Run 1, supply network:
Pins as bars on the die edge. Tap cells in gray.
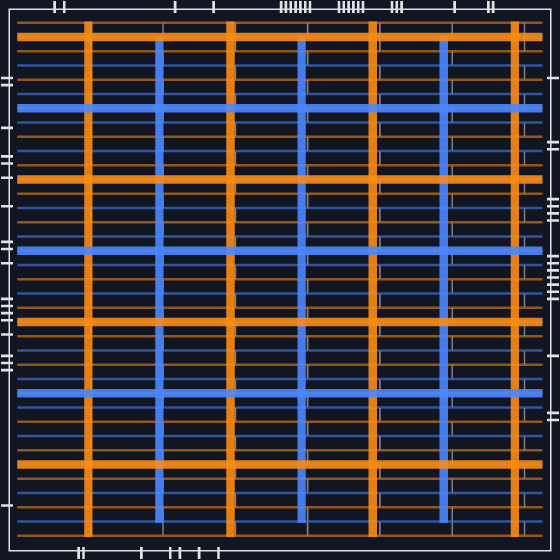
Run 1, routed clock nets over the placement:
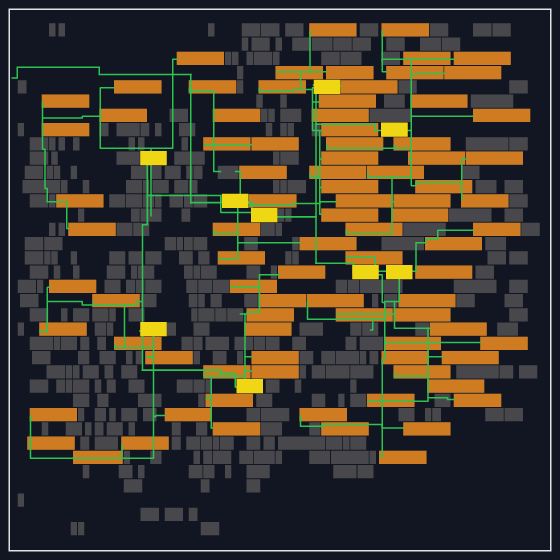
Run 1, placed cells, one color a class:
Scale bar: 20 um. Fill, decap, tap and diode cells in gray.
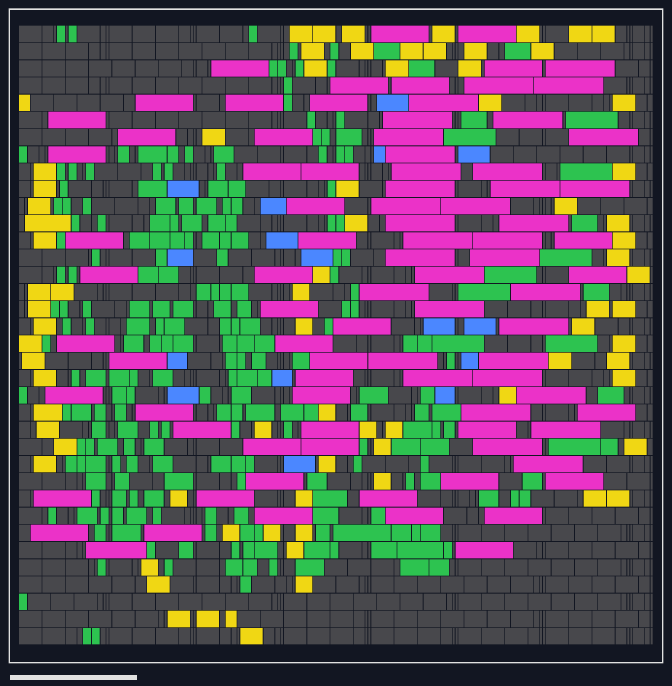
Run 1, metal 2:
Scale bar: 20 um.
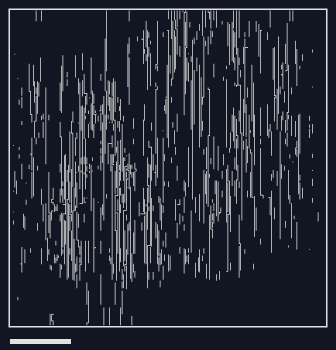
### src/rtl/msg_read_sequencer.sv
// msg_read_sequencer: reads a header and LEN payload bytes from slave_device.
// Payload is streamed out through a small skid FIFO. An ack read then
// advances the slave's message counter.
module msg_read_sequencer #(
  parameter int unsigned RD_LAT     = 2,
  parameter int unsigned FIFO_DEPTH = 4
) (
  input  logic        clk,
  input  logic        rst_l,
  input  logic        start,
  input  logic [7:0]  len,
  output logic        busy,
  output logic        done,
  output logic [15:0] hdr,
  output logic        hdr_valid,
  output logic [7:0]  byte_o,
  output logic        byte_valid,
  output logic        byte_last,
  input  logic        byte_ready,
  output logic [15:0] rd_addr,
  output logic        ram_rd_rq,
  input  logic [7:0]  slave_data
);

  localparam int unsigned PW = $clog2(FIFO_DEPTH);
  localparam int unsigned CW = $clog2(FIFO_DEPTH + RD_LAT + 1);
  localparam int unsigned TL = RD_LAT - 1;

  typedef enum logic [2:0] {
    S_IDLE, S_HDR_HI, S_HDR_LO, S_PAYLOAD, S_DRAIN, S_ACK0, S_ACK1, S_DONE
  } state_e;

  typedef enum logic [1:0] {TAG_HI, TAG_LO, TAG_PAY} tag_e;

  state_e          state_q, state_d;
  logic [7:0]      cnt_q, cnt_d;
  logic [7:0]      len_q, len_d;

  logic [RD_LAT-1:0] trk_v_q, trk_v_d;
  logic [RD_LAT-1:0] trk_last_q, trk_last_d;
  tag_e              trk_tag_q [RD_LAT];
  tag_e              trk_tag_d [RD_LAT];

  logic [15:0]     hdr_q, hdr_d;
  logic            hdr_valid_q, hdr_valid_d;

  logic [8:0]      mem_q [FIFO_DEPTH];
  logic [PW-1:0]   wr_ptr_q, wr_ptr_d;
  logic [PW-1:0]   rd_ptr_q, rd_ptr_d;
  logic [CW-1:0]   fifo_cnt_q, fifo_cnt_d;

  logic            iss_v;
  tag_e            iss_tag;
  logic            iss_last;
  logic [CW-1:0]   inflight;
  logic            credit;
  logic            push;
  logic            pop;
  logic [15:0]     pay_addr;

  // Payload reads still travelling through the slave pipeline.
  always_comb begin
    inflight = '0;
    for (int unsigned i = 0; i < RD_LAT; i++) begin
      if (trk_v_q[i] && (trk_tag_q[i] == TAG_PAY)) inflight = inflight + CW'(1);
    end
    credit   = (fifo_cnt_q + inflight) < CW'(FIFO_DEPTH);
    pay_addr = {8'h00, cnt_q} + 16'd2;
  end

  // Sequencer next-state, read issue and status outputs.
  always_comb begin
    state_d   = state_q;
    cnt_d     = cnt_q;
    len_d     = len_q;
    iss_v     = 1'b0;
    iss_tag   = TAG_PAY;
    iss_last  = 1'b0;
    rd_addr   = '0;
    ram_rd_rq = 1'b0;
    busy      = 1'b1;
    done      = 1'b0;
    unique case (state_q)
      S_IDLE: begin
        busy = 1'b0;
        if (start) begin
          len_d   = len;
          cnt_d   = '0;
          state_d = S_HDR_HI;
        end
      end
      S_HDR_HI: begin
        iss_v   = 1'b1;
        iss_tag = TAG_HI;
        state_d = S_HDR_LO;
      end
      S_HDR_LO: begin
        rd_addr = 16'd1;
        iss_v   = 1'b1;
        iss_tag = TAG_LO;
        state_d = (len_q != 8'd0) ? S_PAYLOAD : S_DRAIN;
      end
      S_PAYLOAD: begin
        rd_addr = pay_addr;
        if (credit) begin
          ram_rd_rq = 1'b1;
          iss_v     = 1'b1;
          iss_tag   = TAG_PAY;
          iss_last  = (cnt_q == len_q - 8'd1);
          cnt_d     = cnt_q + 8'd1;
          if (iss_last) state_d = S_DRAIN;
        end
      end
      S_DRAIN: begin
        rd_addr = 16'd1;
        if ((trk_v_q == '0) && (fifo_cnt_q == '0)) state_d = S_ACK0;
      end
      S_ACK0: state_d = S_ACK1;
      S_ACK1: begin
        ram_rd_rq = 1'b1;
        state_d   = S_DONE;
      end
      S_DONE: begin
        done    = 1'b1;
        state_d = S_IDLE;
      end
      default: state_d = S_IDLE;
    endcase
  end

  // Tracker shift and routing of returning slave data.
  always_comb begin
    trk_v_d[0]    = iss_v;
    trk_tag_d[0]  = iss_tag;
    trk_last_d[0] = iss_last;
    for (int unsigned i = 1; i < RD_LAT; i++) begin
      trk_v_d[i]    = trk_v_q[i-1];
      trk_tag_d[i]  = trk_tag_q[i-1];
      trk_last_d[i] = trk_last_q[i-1];
    end
    hdr_d       = hdr_q;
    hdr_valid_d = 1'b0;
    push        = 1'b0;
    if (trk_v_q[TL]) begin
      unique case (trk_tag_q[TL])
        TAG_HI: hdr_d[15:8] = slave_data;
        TAG_LO: begin
          hdr_d[7:0]  = slave_data;
          hdr_valid_d = 1'b1;
        end
        default: push = 1'b1;
      endcase
    end
  end

  // FIFO pointers and fill count; push and pop may coincide at any level.
  always_comb begin
    pop        = (fifo_cnt_q != '0) && byte_ready;
    wr_ptr_d   = push ? wr_ptr_q + PW'(1) : wr_ptr_q;
    rd_ptr_d   = pop  ? rd_ptr_q + PW'(1) : rd_ptr_q;
    fifo_cnt_d = fifo_cnt_q;
    if (push && !pop)      fifo_cnt_d = fifo_cnt_q + CW'(1);
    else if (!push && pop) fifo_cnt_d = fifo_cnt_q - CW'(1);
  end

  // FIFO output view.
  always_comb begin
    byte_valid = (fifo_cnt_q != '0);
    byte_o     = mem_q[rd_ptr_q][7:0];
    byte_last  = byte_valid & mem_q[rd_ptr_q][8];
    hdr        = hdr_q;
    hdr_valid  = hdr_valid_q;
  end

  // State registers with asynchronous active-low reset.
  always_ff @(posedge clk or negedge rst_l) begin
    if (!rst_l) begin
      state_q     <= S_IDLE;
      cnt_q       <= '0;
      len_q       <= '0;
      trk_v_q     <= '0;
      trk_last_q  <= '0;
      for (int unsigned i = 0; i < RD_LAT; i++) trk_tag_q[i] <= TAG_HI;
      hdr_q       <= '0;
      hdr_valid_q <= 1'b0;
      wr_ptr_q    <= '0;
      rd_ptr_q    <= '0;
      fifo_cnt_q  <= '0;
    end else begin
      state_q     <= state_d;
      cnt_q       <= cnt_d;
      len_q       <= len_d;
      trk_v_q     <= trk_v_d;
      trk_last_q  <= trk_last_d;
      for (int unsigned i = 0; i < RD_LAT; i++) trk_tag_q[i] <= trk_tag_d[i];
      hdr_q       <= hdr_d;
      hdr_valid_q <= hdr_valid_d;
      wr_ptr_q    <= wr_ptr_d;
      rd_ptr_q    <= rd_ptr_d;
      fifo_cnt_q  <= fifo_cnt_d;
    end
  end

  // FIFO storage: {last, data}; contents are only meaningful while counted.
  always_ff @(posedge clk) begin
    if (push) mem_q[wr_ptr_q] <= {trk_last_q[TL], slave_data};
  end

  // The credit rule keeps a push from ever landing on a full FIFO.
  a_no_overflow: assert property (@(posedge clk) disable iff (!rst_l)
    !(push && !pop && (fifo_cnt_q == CW'(FIFO_DEPTH))));

endmodule

### config.mk
export PLATFORM = sky130hd
export DESIGN_NAME = msg_read_sequencer
export DESIGN_NICKNAME = d
export VERILOG_FILES = /design/src/rtl/msg_read_sequencer.sv
export SDC_FILE = /design/constraint.sdc
export NUM_CORES = 1
export LEC_CHECK = 0
export CAP_MARGIN = 20
export CORE_MARGIN = 1
export CORE_UTILIZATION = 40
export CTS_BUF_LIST = sky130_fd_sc_hd__clkbuf_8
export CTS_CLUSTER_SIZE = 14
export DETAILED_ROUTE_END_ITERATION = 8
export PLACE_DENSITY = 0.64
export SLEW_MARGIN = 20
export SYNTH_ARGS = -nofsm -noshare
export SYNTH_HDL_FRONTEND = slang
export SYNTH_SLANG_ARGS = --single-unit
### constraint.sdc
create_clock -name clk -period 3.45 [get_ports clk]
set_clock_uncertainty 0.2 [all_clocks]
set_input_delay 1.035 -clock clk [delete_from_list [all_inputs] [get_ports clk]]
set_output_delay 1.035 -clock clk [all_outputs]
set_load 0.005 [all_outputs]
==> CHANGELOG.md, run 1 <==
### Implementation results

* Max-area cell share at 0.312
* Clock Sinks at slightly below 90
* Vias in the first global route at roughly 2700
* Cycle use final at 0.987
* Antenna-violating nets left at 0
* # rows at 36
* Core area at slightly below 10000 um^2
* Crit path capture: ram_rd_rq
* Leakage power at 2.11 nW
* IO buf count at about 58
* Largest net degree at the start of global routing at 27
* DR vias at 2729
* CTS max path bufs at 2
* Die span in y at 103 um
* Slowest CP cell: dfrtp_1
* Worst setup path startpoint: trk_tag_d[1]$_DFF_PN0_
* Fin. max-slew vios at 0
* Final nets at about 450
* Worst setup EP type: primary output
* Cells on worst reg2reg path at 9
* Max Freq at approximately 0.29 GHz
* Final core occ at 0.520
* DR pass1 iterations at 5
* Hold slack at roughly 0.16 ns
* Placement Setup Slack at -0.108 ns
* Critical path buffers and inverters at 1
* Crit-path max cell delay at ~0.39 ns
* Total power at 4.40 mW
* CTS Buf Count at 9
* Final worst slack at roughly 0.045 ns
* GPL Wtd Cong at 0.815
* FF-to-FF End: cnt_q[4]$_DFFE_PN0P_
* Drt initial violations at 73
* Post-Syn Area at just over 4000 um^2
* Worst R2R Start: trk_tag_d[1]$_DFF_PN0_
* Dominant register cell: dfrtp_1
* Relative slew slack at 0.432
* Critical setup path kind: reg -> out
* CP startpoint kind: flip-flop
* Crit Path Max Fanout at 2
* Status: finished, final reports clean
* FF-to-FF setup slack at 0.86 ns
* Crit path required time at between 2 and 2.5 ns
* Family with the most delay on the worst path: simple AND/OR/NAND/NOR gates
* Worst-path clk slew at about 0.080 ns
* DIE AREA at ~11000 um^2
* Worst path cell trace: and3b_1 -> ha_2 -> ha_4 -> a311o_2 -> and3_4 -> nor3_2 -> o21a_1 -> buf_2
* Top cell excl fill/tap: nand2_1
* Biggest area cells: dfrtp_1 31%, edfxtp_1 26%, nand2_1 5.4%, mux4_2 5.0%, xor2_1 3.6%
* DR WL/cell at ~15 um
* Via/cell ratio at approximately 4.9
* Ys async rst share at 0.586
* #FFs+latches synth at 87
* I/O pin cnt at 66
* First-pass GRT wire length at 13400 um
* Clk_lat worst skew at between 0.3 and 0.4 ns
* Setup TNS Final at 0 ns
* DRC at 0
* Most instantiated logic cells after routing: 59 x nand2_1, 55 x clkdlybuf4s50_1, 50 x dfrtp_1, 36 x edfxtp_1, 23 x nor2_1
* Initial antenna violation count at 0
* Final hold vios at 0
* Total gr overflow at 0
* Synth area leader: dfrtp_1
* Post-synth top cells: 59 x nand2_1, 51 x dfrtp_1, 36 x edfxtp_1
* Antenna cells at 0
* Post-Syn Instances at 342
* Synth unique cells at 53
* Synthesis-to-finish area growth at 25.0%
* Min-Delay Path Class: reg -> reg
* CTS H-tree depth at 3
* Hold endpoint: trk_last_q[1]$_DFF_PN0_
* Root Buffer: clkbuf_8
* DP HPWL at ~6000 um
* Post-synthesis chip area from yosys at 4090 um^2
* Final Setup Violations at 0
* Chip Width at 103 um
* CTS tree: done
* Pwr/cell area at 861 nW/um^2
About 'supply network':
- VSS: orange
- VDD: blue
- met4 straps: 7
- signal pins: 66
- rows: 36
- met1 rails: 37
- met5 straps: 7

About 'routed clock nets over the placement':
- clock drivers: yellow (count 9)
- clock wires: green (length 1010 um)
- flip-flops: orange (count 87)
- routed clock nets: 10

About 'placed cells, one color a class':
- combinational and other logic: green (cells 240; share of their area 34%)
- flops: magenta (cells 87; share of their area 48%)
- clock drivers and dummy loads: blue (cells 16; share of their area 3.7%)
- other buffers and delay cells: yellow (cells 78; share of their area 15%)

About 'metal 2':
- nets with wire on the layer: 364
- main direction: vertical
- wire length on this layer: 4060 um
- longest straight run: 52.0 um

run 1: flip-flops by register name (all words and copies together), names as in the netlist:
signal,count
cnt_q,8
fifo_cnt_q,3
hdr,16
hdr_valid,1
len_q,8
mem_q,36
rd_ptr_q,2
state_q,3
trk_last_q,2
trk_tag_d,2
trk_tag_q,2
trk_v_q,2
wr_ptr_q,2
run 1: cells by family after synthesis:
group	count (synthesis)	synth area share
simple gates	134	0.160
flops	87	0.577
compound gates	32	0.0551
buf+inv	31	0.0367
xor+xnor	27	0.0579
mux	18	0.0744
fa+ha+maj	12	0.0386
other cells	1	0.000918
run 1: routing by layer:
metal / track usage / wire (um) / part of all wire
met1: 0.222 / 3770 / 0.46
met2: 0.276 / 4060 / 0.49
met3: 0.0407 / 302 / 0.037
met4: 0.0607 / 138 / 0.017
met5: 0 / 0 / 0
run 1: power breakdown:
part / leakage (nW) / internal [mW] / switching (mW)
logic: 1.07 / 1.12 / 0.898
clock network: 0.0945 / 0.278 / 0.399
registers: 0.952 / 1.43 / 0.274
run 1: metrics by stage:
stage / std cells / cell area (um^2)
after CTS: 551 / 5080
after floorplan: 348 / 4110
after global routing: 554 / 5110
after global placement: 532 / 4860
after detailed placement: 532 / 4860
final: 554 / 5110
run 1: area by class of cell:
| class | instances | area [um^2] |
|---|---|---|
| Clock buffer | 9 | 124 |
| Clock inverter | 7 | 61.3 |
| Fill cell | 918 | 4710 |
| Inverter | 10 | 37.5 |
| Multi-Input combinational cell | 230 | 1630 |
| Sequential cell | 87 | 2360 |
| Tap cell | 133 | 166 |
| Timing Repair Buffer | 78 | 736 |
run 1: repair_timing:
item,in CTS,in global routing
buffers inserted,3,3
gates cloned,0,0
resized,9,1
setup endpoints to repair,2,3
pin swaps,5,5
hold buffers,0,0
Run 1, cell placement:
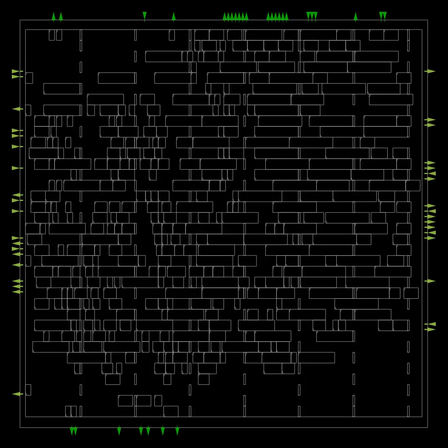

## Run 2: what changed since run 1
Settings changed: CTS_CLUSTER_SIZE 14 to unset, SETUP_SLACK_MARGIN set to 0.4.
Run 2, cell placement:
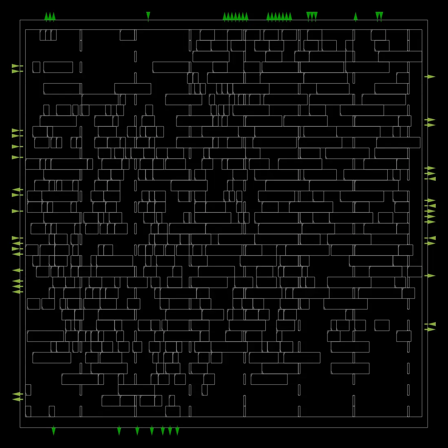
final core occ: 0.525
# rows: 36

Run 2, metal 2:
Scale bar: 20 um.
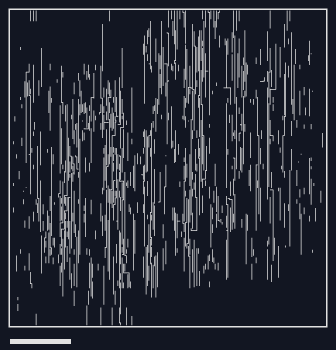
- share of all routed wire: 51%
- wire length on this layer: 4300 um
- longest straight run: 37.7 um
- nets with wire on the layer: 370
- main direction: vertical

Run 2, supply network:
Pins as bars on the die edge. Tap cells in gray.
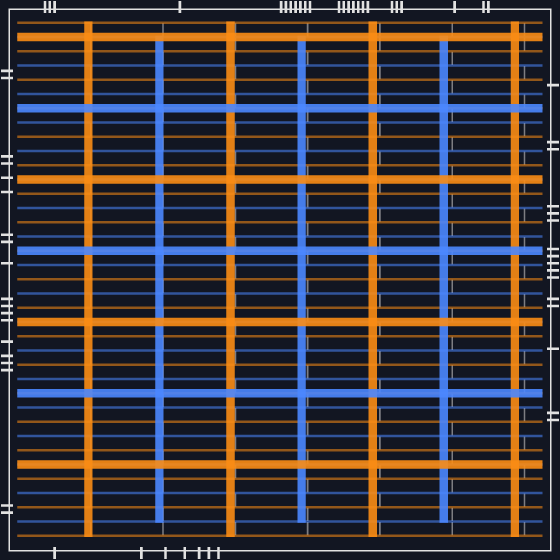
- VSS: orange
- VDD: blue
- met1 rails: 37
- met4 straps: 7

==> CHANGELOG.md, run 2 <==
### Implementation results

* Status: finished, final reports clean
* Final nets at 451 (+0.67%)
* Placed cell count at 532 (unchanged)
* GPL Wtd Cong at 0.811 (-0.47%)
* Final worst slack at 0.0240 ns (-0.0213 ns)
* First-pass GRT wire length at 13800 um (+2.5%)
* Logic share of the area at 0.320 (+0.00182)
* Post-Syn Instances at 342 (unchanged)
* Flop count at 87 (unchanged)
* Cells on worst reg2reg path at 10 (+1)
* DR WL/cell at 15.1 um (+1.0%)
* Met1 Use GR at 0.212 (-0.0100)
* CTS tree: done
* Final std cells w/o fill at 557 (+0.54%)
* FF-to-FF End: cnt_q[4]$_DFFE_PN0P_
* Total power at 4.44 mW (+0.83%)
* Dominant register cell: dfrtp_1
* Max Freq at 0.292 GHz (-0.62%)
* Post-Syn Area at 4090 um^2 (unchanged)
* Antenna cells at 0 (unchanged)
* #FFs+latches synth at 87 (unchanged)
* Vias in the first global route at 2795 (+3.9%)
* Final hold vios at 0 (unchanged)
* M3 GR Usage at 0.0441 (+0.00339)
* Worst-path clk slew at 0.10 ns (+0.02 ns)
* Largest register FFs at 36 (unchanged)
* YS warnings at 0
* Chip Width at 103 um (unchanged)
* Cts hold-fix bufs at 0 (unchanged)
* DR vias at 2764 (+1.3%)
* DR pass1 iterations at 4 (-1)
* Worst R2R Start: trk_tag_d[0]$_DFF_PN0_
* Core area at 9820 um^2 (unchanged)
* Pwr/cell area at 862 nW/um^2 (about the same)
* CP startpoint kind: flip-flop
* Drt initial violations at 113 (+55%)
* Final Setup Violations at 0 (unchanged)
* Highest routed metal layer: met4
* Grt met2 use at 0.307 (+0.0308)
* Signal buffers at 81 (+3.8%)
* Fin. max-slew vios at 0 (unchanged)
* Crit path required time at 2.21 ns (about the same)
* GRT busiest layer: met2
* Top cell excl fill/tap: nand2_1
* Leakage power at 2.16 nW (+2.2%)
* Critical setup path kind: reg -> out
* Filler instances at 897 (-2.3%)
* Register area at 2360 um^2 (+0.16%)
* Logic Gate Count at 230 (unchanged)
* Antenna-violating nets left at 0 (unchanged)
* CTS max path bufs at 2 (unchanged)
* Non-clock inverter count at 10 (unchanged)
* Placed Area at 4870 um^2 (+0.26%)
* Relative slew slack at 0.529 (+0.0977)
* DIE AREA at 10600 um^2 (unchanged)
* IO buf count at 58 (unchanged)
* Ys async rst share at 0.586 (unchanged)
* CTS Buf Count at 9 (unchanged)
* Die span in y at 103 um (unchanged)
* Synth unique cells at 53 (unchanged)
* Crit Path Max Fanout at 2 (unchanged)
* Max-area cell share at 0.312 (unchanged)
* FF-to-FF setup slack at 0.77 ns (-0.09 ns)
* Synthesis-to-finish area growth at 26.1%
* I/O pin cnt at 66 (unchanged)
* Hold slack at 0.161 ns (+0.000185 ns)
* Root Buffer: clkbuf_8
* Share of layout cells above drive strength 1 at 0.203
* MI comb area at 1650 um^2 (+1.4%)
* DRC at 0 (unchanged)
* Num tapcells at 133 (unchanged)
* Final Instance Area at 5150 um^2 (+0.81%)
* Cycle use final at 0.993 (+0.00617)
* Clock Sinks at 87 (unchanged)
* Placement Setup Slack at -0.0345 ns (+0.0738 ns)
* Buffering overhead at 0.144 (about the same)
* CTS H-tree depth at 3 (unchanged)
* Post-synth top cells: 59 x nand2_1, 51 x dfrtp_1, 36 x edfxtp_1
* Total gr overflow at 0 (unchanged)
* Largest net degree at the start of global routing at 52 (+93%)
* Setup TNS Final at 0 ns (unchanged)
* Worst setup EP type: primary output
* Routed length on met1 at 3650 um (-3.3%)
* Metal2 WL at 4300 um (+5.8%)
* ClkCell Share at 0.0376 (+0.00141)
* Clk_lat worst skew at 0.36 ns (about the same)
* Final-layout clock buffer total at 9 (unchanged)
* Via/cell ratio at 4.96 (+0.74%)
* Hold endpoint: trk_last_q[1]$_DFF_PN0_
-- run 2: how the worst max path moves through the flow --
stage                      startpoint   endpoint  slack (ns)  cells after the start
2_1_floorplan    trk_v_q[1]$_DFF_PN0_  ram_rd_rq        0.42                      9
3_3_place_gp   trk_tag_d[1]$_DFF_PN0_  ram_rd_rq       -0.02                      8
3_5_place_dp   trk_tag_d[1]$_DFF_PN0_  ram_rd_rq       -0.03                      8
4_1_cts          trk_v_q[0]$_DFF_PN0_  ram_rd_rq       -0.08                      8
5_1_grt        trk_tag_d[0]$_DFF_PN0_  ram_rd_rq       -0.12                      8
6_report       trk_tag_d[0]$_DFF_PN0_  ram_rd_rq        0.02                      8
-- run 2: where the power goes --
part / internal [mW] / leakage, nW / total, mW / switching (mW)
Sequential: 1.44 / 0.948 / 1.71 / 0.276
Clock: 0.286 / 0.0977 / 0.693 / 0.407
Combinational: 1.12 / 1.11 / 2.03 / 0.916
-- run 2: worst max-delay path, stage by stage (launching register included) --
cell and delay, ns:
dfrtp_1 0.38, and3b_1 0.21, ha_2 0.19, ha_4 0.20, a311o_2 0.32, and3_4 0.19
nor3_2 0.14, o21a_1 0.12, buf_2 0.10
-- run 2: timing repair --
| item | 4_1_cts | 5_1_grt |
|---|---|---|
| pin swaps | 5 | 6 |
| gates resized | 35 | 10 |
| setup buffers | 8 | 1 |
| setup endpoints to repair | 20 | 11 |
| endpoints found under the hold margin | 0 | 0 |
-- run 2: kinds of logic (layout without fill, tap and decap cells) --
family | count (synthesis) | after routing | synth area share
compound gates | 32 | 32 | 0.0551
simple gates | 134 | 134 | 0.160
buf+inv | 31 | 107 | 0.0367
fa+ha+maj | 12 | 12 | 0.0386
other cells | 1 | 7 | 0.000918
mux | 18 | 18 | 0.0744
xor+xnor | 27 | 27 | 0.0579
flops | 87 | 87 | 0.577
## Run 3: what changed since run 2
Settings changed: CAP_MARGIN 20 to unset.
Run 3, metal 2:
Scale bar: 20 um.
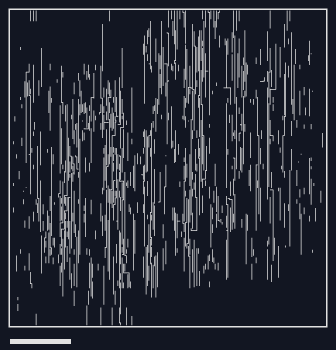
- longest straight run: 37.7 um
- main direction: vertical

Run 3, placed cells, one color a class:
Scale bar: 20 um. Fill, decap, tap and diode cells in gray.
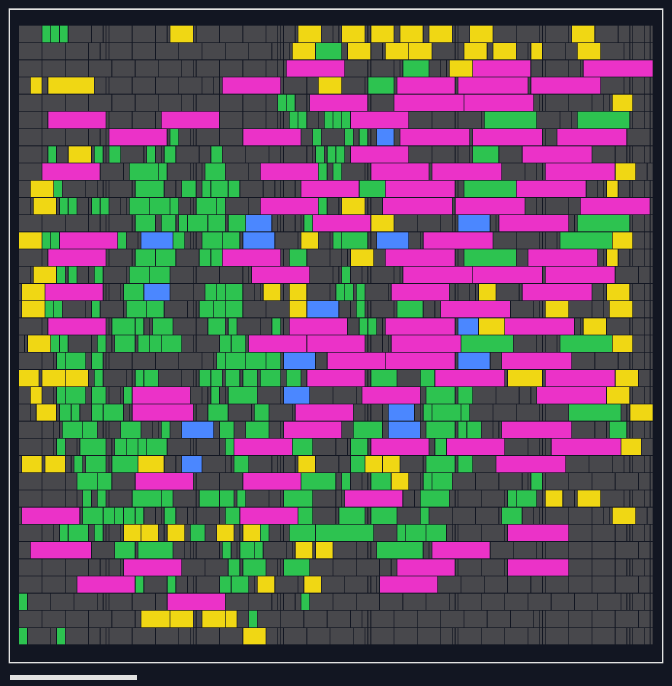
- clock drivers and dummy loads: blue (cells 16; share of their area 3.9%)
- combinational and other logic: green (cells 240; share of their area 34%)
- other buffers and delay cells: yellow (cells 81; share of their area 15%)
- flops: magenta (cells 87; share of their area 47%)

==> CHANGELOG.md, run 3 <==
### Implementation results

* Vias in the first global route at 2795 (unchanged)
* Metal2 WL at 4300 um (unchanged)
* DIE AREA at 10600 um^2 (unchanged)
* Max-area cell share at 0.312 (unchanged)
* Post-Syn Instances at 342 (unchanged)
* Chip Width at 103 um (unchanged)
* Antenna cells at 0 (unchanged)
* Family with the most delay on the worst path: simple AND/OR/NAND/NOR gates
* Post-synth top cells: 59 x nand2_1, 51 x dfrtp_1, 36 x edfxtp_1
* M3 GR Usage at 0.0441 (unchanged)
* P_clk at 693 uW (about the same)
* Combinational power share at 0.458 (about the same)
* DR WL/cell at 15.1 um (unchanged)
* Fin. max-slew vios at 0 (unchanged)
* Aoi share at 0.0551 (unchanged)
* FF-to-FF End: cnt_q[4]$_DFFE_PN0P_
* I/O pin cnt at 66 (unchanged)
* Seq group at 1.71 mW (about the same)
* Worst-path clk slew at 0.10 ns (about the same)
* Worst R2R Start: trk_tag_d[0]$_DFF_PN0_
* Share of layout cells above drive strength 1 at 0.203 (unchanged)
* Crit-path max cell delay at 0.38 ns (about the same)
* Final worst slack at 0.0240 ns (unchanged)
* Post-Syn Area at 4090 um^2 (unchanged)
* IO buf count at 58 (unchanged)
* CTS tree: done
* Highest routed metal layer: met4
* Status: finished, final reports clean
* Pwr/cell area at 862 nW/um^2 (unchanged)
* YS warnings at 0 (unchanged)
* Setup TNS Final at 0 ns (unchanged)
* Clk_lat worst skew at 0.36 ns (about the same)
* Die span in y at 103 um (unchanged)
* Adder-cell share of the synthesized area at 0.0386 (unchanged)
* Antenna-violating nets left at 0 (unchanged)
* Top cell excl fill/tap: nand2_1
* Drt initial violations at 113 (unchanged)
* Switch Pwr at 1.60 mW (unchanged)
* GRT busiest layer: met2
* First-pass GRT wire length at 13800 um (unchanged)
* Switching Fraction at 0.360 (unchanged)
* Placement Setup Slack at -0.0345 ns (unchanged)
* FF-to-FF setup slack at 0.77 ns (about the same)
* CTS max path bufs at 2 (unchanged)
* Slowest CP cell: dfrtp_1
Run 3, routed clock nets over the placement:
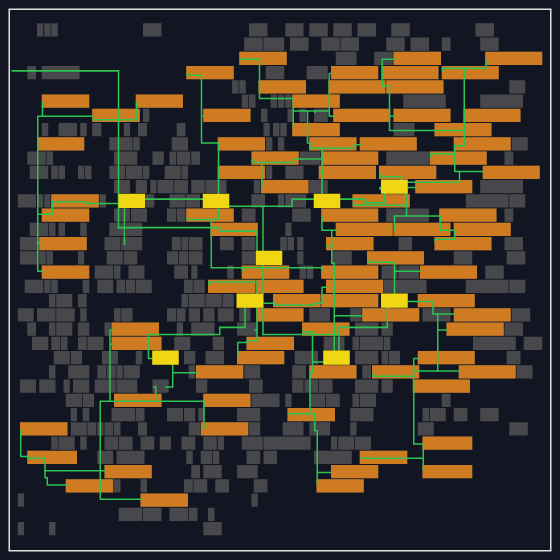
- clock wires: green (length 970 um)
- flip-flops: orange (count 87)
- clock drivers: yellow (count 9)
- flops lie: widely spread
- routed clock nets: 10

run 3: area by class of cell:
| class | count | area [um^2] |
|---|---|---|
| fill | 897 | 4670 |
| sequential | 87 | 2360 |
| multi-input combinational | 230 | 1650 |
| timing repair buffer | 81 | 742 |
| tap | 133 | 166 |
| clock buffer | 9 | 124 |
| clock inverter | 7 | 70.1 |
| inverter | 10 | 37.5 |
run 3: through the flow:
| stage | hold WS [ns] | instance area (um^2) | utilization | instances | power (mW) |
|---|---|---|---|---|---|
| after floorplan | 0.131 | 4130 | - | 348 | 2.83 |
| after global placement | 0.136 | 4870 | 0.496 | 532 | 3.65 |
| after detailed placement | 0.146 | 4870 | 0.496 | 532 | 3.72 |
| after CTS | 0.159 | 5150 | 0.525 | 556 | 4.48 |
| after global routing | 0.165 | 5150 | 0.525 | 557 | 4.80 |
| final | 0.161 | 5150 | 0.525 | 557 | 4.44 |
run 3: what timing repair did:
item,CTS,global route
buffers inserted,8,1
pin swaps,5,6
resized,35,10
endpoints found under the setup margin,20,11
cloned,0,0
run 3: worst max-delay path by stage:
stage                      startpoint        end  slack (ns)  depth (start not counted)
6_report       trk_tag_d[0]$_DFF_PN0_  ram_rd_rq        0.02                          8
5_1_grt        trk_tag_d[0]$_DFF_PN0_  ram_rd_rq       -0.12                          8
4_1_cts          trk_v_q[0]$_DFF_PN0_  ram_rd_rq       -0.08                          8
3_5_place_dp   trk_tag_d[1]$_DFF_PN0_  ram_rd_rq       -0.03                          8
3_3_place_gp   trk_tag_d[1]$_DFF_PN0_  ram_rd_rq       -0.02                          8
2_1_floorplan    trk_v_q[1]$_DFF_PN0_  ram_rd_rq        0.42                          9
Power is estimated from default activity; no workload was simulated.
